**src/rtl/imem_loader.sv**
```systemverilog
// imem_loader
// Boot-time writer for the instruction memory. Bytes arriving from the UART
// receiver are assembled into little-endian 32-bit words and written to
// consecutive word-aligned addresses. The core is held in reset until the
// whole image has been written.
//
// Stream format: 4-byte word count N (little-endian), then N words of
// 4 bytes each (little-endian, first byte of a group lands in bits [7:0]).
//
// Ports
//   clk         system clock, all state changes on posedge
//   rst_n       asynchronous active-low reset
//   byte_data   received byte
//   byte_valid  byte_data is valid this cycle
//   byte_ready  loader accepts a byte this cycle (transfer on valid && ready)
//   load_req    single-cycle request to restart loading from the header
//   wr_en       instruction memory write strobe, one cycle per word
//   wr_addr     byte address of the write (word_index * 4, zero-extended)
//   wr_data     word to write
//   cpu_rst_n   core reset, active-low; high only once the image is complete
//   load_error  header rejected (N too large); sticky until load_req/rst_n

module imem_loader #(
  parameter int NUM_OF_INST = 1024
) (
  input  logic        clk,
  input  logic        rst_n,
  input  logic [7:0]  byte_data,
  input  logic        byte_valid,
  output logic        byte_ready,
  input  logic        load_req,
  output logic        wr_en,
  output logic [31:0] wr_addr,
  output logic [31:0] wr_data,
  output logic        cpu_rst_n,
  output logic        load_error
);

  // One extra bit so a count of exactly NUM_OF_INST words is representable.
  localparam int IDX_W = $clog2(NUM_OF_INST) + 1;

  typedef enum logic [1:0] {
    ST_HDR,
    ST_DATA,
    ST_DONE,
    ST_ERR
  } state_t;

  state_t             state_q,      state_d;
  logic [1:0]         byte_cnt_q,   byte_cnt_d;
  logic [23:0]        partial_q,    partial_d;
  logic [IDX_W-1:0]   word_index_q, word_index_d;
  logic [IDX_W-1:0]   count_q,      count_d;
  logic               byte_ready_q, byte_ready_d;
  logic               wr_en_q,      wr_en_d;
  logic [31:0]        wr_addr_q,    wr_addr_d;
  logic [31:0]        wr_data_q,    wr_data_d;
  logic               cpu_rst_n_q,  cpu_rst_n_d;
  logic               load_error_q, load_error_d;

  logic               accept;
  logic [31:0]        full_word;

  // A restart request masks the handshake in its own cycle so that no byte
  // can slip into the stream that is about to be discarded.
  assign accept    = byte_valid && byte_ready_q && !load_req;
  assign full_word = {byte_data, partial_q};

  // Next-state logic: byte assembly, header decode and write generation.
  always_comb begin
    state_d      = state_q;
    byte_cnt_d   = byte_cnt_q;
    partial_d    = partial_q;
    word_index_d = word_index_q;
    count_d      = count_q;
    wr_en_d      = 1'b0;
    wr_addr_d    = wr_addr_q;
    wr_data_d    = wr_data_q;

    if (load_req) begin
      state_d      = ST_HDR;
      byte_cnt_d   = 2'd0;
      partial_d    = 24'd0;
      word_index_d = '0;
      count_d      = '0;
    end else if (accept) begin
      if (byte_cnt_q != 2'd3) begin
        // Bytes 0..2 of a group are parked until the 4th completes the word.
        case (byte_cnt_q)
          2'd0:    partial_d[7:0]   = byte_data;
          2'd1:    partial_d[15:8]  = byte_data;
          default: partial_d[23:16] = byte_data;
        endcase
        byte_cnt_d = byte_cnt_q + 2'd1;
      end else begin
        byte_cnt_d = 2'd0;
        partial_d  = 24'd0;
        case (state_q)
          ST_HDR: begin
            // Full 32-bit compare: a huge N must not alias to a small count.
            if (full_word == 32'd0) begin
              state_d = ST_DONE;
            end else if (full_word > 32'(NUM_OF_INST)) begin
              state_d = ST_ERR;
            end else begin
              state_d      = ST_DATA;
              word_index_d = '0;
              count_d      = full_word[IDX_W-1:0];
            end
          end
          ST_DATA: begin
            wr_en_d      = 1'b1;
            wr_addr_d    = 32'(word_index_q) << 2;
            wr_data_d    = full_word;
            word_index_d = word_index_q + IDX_W'(1);
            if (word_index_d == count_q) begin
              state_d = ST_DONE;
            end
          end
          default: ;
        endcase
      end
    end

    // Status outputs are registered versions of what the next state implies,
    // so they change on the same edge that changes the state.
    byte_ready_d = ((state_d == ST_HDR) || (state_d == ST_DATA)) && !load_req;
    cpu_rst_n_d  = (state_d == ST_DONE);
    load_error_d = (state_d == ST_ERR);
  end

  // State and registered outputs.
  always_ff @(posedge clk or negedge rst_n) begin
    if (!rst_n) begin
      state_q      <= ST_HDR;
      byte_cnt_q   <= 2'd0;
      partial_q    <= 24'd0;
      word_index_q <= '0;
      count_q      <= '0;
      byte_ready_q <= 1'b0;
      wr_en_q      <= 1'b0;
      wr_addr_q    <= 32'd0;
      wr_data_q    <= 32'd0;
      cpu_rst_n_q  <= 1'b0;
      load_error_q <= 1'b0;
    end else begin
      state_q      <= state_d;
      byte_cnt_q   <= byte_cnt_d;
      partial_q    <= partial_d;
      word_index_q <= word_index_d;
      count_q      <= count_d;
      byte_ready_q <= byte_ready_d;
      wr_en_q      <= wr_en_d;
      wr_addr_q    <= wr_addr_d;
      wr_data_q    <= wr_data_d;
      cpu_rst_n_q  <= cpu_rst_n_d;
      load_error_q <= load_error_d;
    end
  end

  // load_req gates ready in its own cycle as well as the cycle after.
  assign byte_ready = byte_ready_q && !load_req;
  assign wr_en      = wr_en_q;
  assign wr_addr    = wr_addr_q;
  assign wr_data    = wr_data_q;
  assign cpu_rst_n  = cpu_rst_n_q;
  assign load_error = load_error_q;

endmodule

```
**config.mk**
```make
export PLATFORM = sky130hd
export DESIGN_NAME = imem_loader
export DESIGN_NICKNAME = d
export VERILOG_FILES = /design/src/rtl/imem_loader.sv
export SDC_FILE = /design/constraint.sdc
export NUM_CORES = 1
export LEC_CHECK = 0
export ABC_AREA = 0
export CAP_MARGIN = 0
export CORE_AREA = 2 2 106 88
export DETAILED_ROUTE_END_ITERATION = 12
export DIE_AREA = 0 0 108 90
export PLACE_DENSITY = 0.76
export SYNTH_ARGS = -nofsm -noshare
export SYNTH_HDL_FRONTEND = slang
export SYNTH_SLANG_ARGS = --single-unit
```
**constraint.sdc**
```tcl
create_clock -name clk -period 2.6 [get_ports clk]
set_input_delay 0.65 -clock clk [delete_from_list [all_inputs] [get_ports clk]]
set_output_delay 0.65 -clock clk [all_outputs]
set_load 0.05 [all_outputs]
```
==> images/pinout.png <==
Drawn at 4 px/µm. Pins as bars across the die edge, other pins in gray.
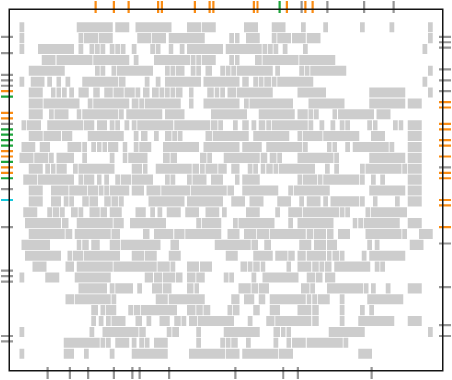
Key: green = `byte_data` [pins 8, direction input, edge 7 west, 1 north]; orange = `wr_data` [pins 32, direction output, edge 13 north, 12 east, 7 west]; cyan = `byte_valid` [pins 1, direction input, edge west]

==> images/layers.png <==
Drawn at 4 px/µm. Two of the layers only.
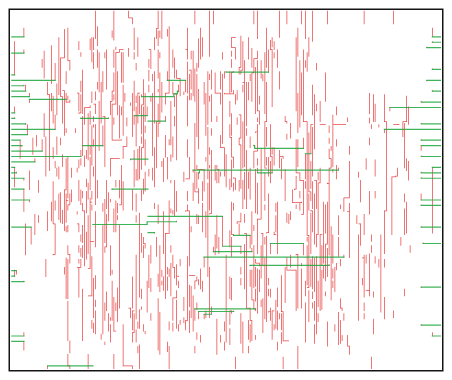
Key: red = M2 [wire length 4320 µm]; green = M3 [wire length 502 µm]
GRT Overall Usage: 22.3%
Via Count: 3561
Routed WL: 9.91 mm

==> CHANGELOG.md <==
### Metrics

* Final Cell Area at 0.00547 mm²
* Metal-1 WL at 5.02 mm
* Synth Area in Adders at 1.12%
* Post-route minimum period at 2.43 ns
* Worst-Skew Late Latency at 0.36 ns
* Leak Pwr at 0.00263 µW
* Final setup margin at 0.170 ns
* Buf/Inv on CP at 1
* Outcome: completed
* Ao+oa area frac at 8.88%
* Ant diodes at 0
* Critical-path cell list: clkdlybuf4s50_1, or3b_2, or2_1, nor3_1, nand4_1, a2111oi_4, o21bai_1
* Power share of the combinational group at 8.1%
* Drt wl/cell at 14.4 µm
* Final Util at 62.7%
* Most numerous logic cells after layout: nand2_1, dfrtp_1, clkdlybuf4s50_1
* Nets at 583
* FFs w/ async S/R, synth at 100%
* Reg2Reg Launch Point: partial_q[6]$_DFFE_PN0P_
* Post-placement cell area at 0.00524 mm²
* Max stage delay on crit path at 0.46 ns
* Site row count at 31
* Met1 usage at 34.5%
* Clock tree from TritonCTS: done
* Startpoint Class: primary input
* Comb area leader: simple AND/OR/NAND/NOR gates
* Comb pwr at 236 µW
* DRC at 0
* Met3 global-route usage at 3.99%
* Hold crit path type: primary input to asynchronous set/reset pin
* Share of post-route cells with drive strength above 1 at 8.22%
## stage by stage
| step | instances | hold WS [ns] |
|---|---|---|
| after detailed placement | 671 | 0.462 |
| after CTS | 687 | 0.234 |
| final | 687 | 0.217 |
| after global placement | 671 | 0.456 |
| after global routing | 687 | 0.244 |
| after floorplan | 517 | 0.354 |
## final cells by class
type,instances,area [µm²]
well taps,115,144
flip-flops and latches,97,2430
repair buffers,81,811
fillers,763,3250
clock buffers,10,128
inverters,5,18.8
clock inverters,6,90.1
multi-input cells,373,1860
## Yosys cell counts (all sizes together) (4+ instances only)
cell / number
a21oi: 5
buf: 23
clkbuf: 19
dfrtp: 97
ha: 4
inv: 5
mux2i: 13
nand2: 180
nand3: 6
nand4: 4
nor2: 33
nor3: 9
nor4: 10
o21ai: 43
o31ai: 5
xnor2: 8
xor2: 6
Power figures rest on the tool's default switching activity, not on a simulated workload.
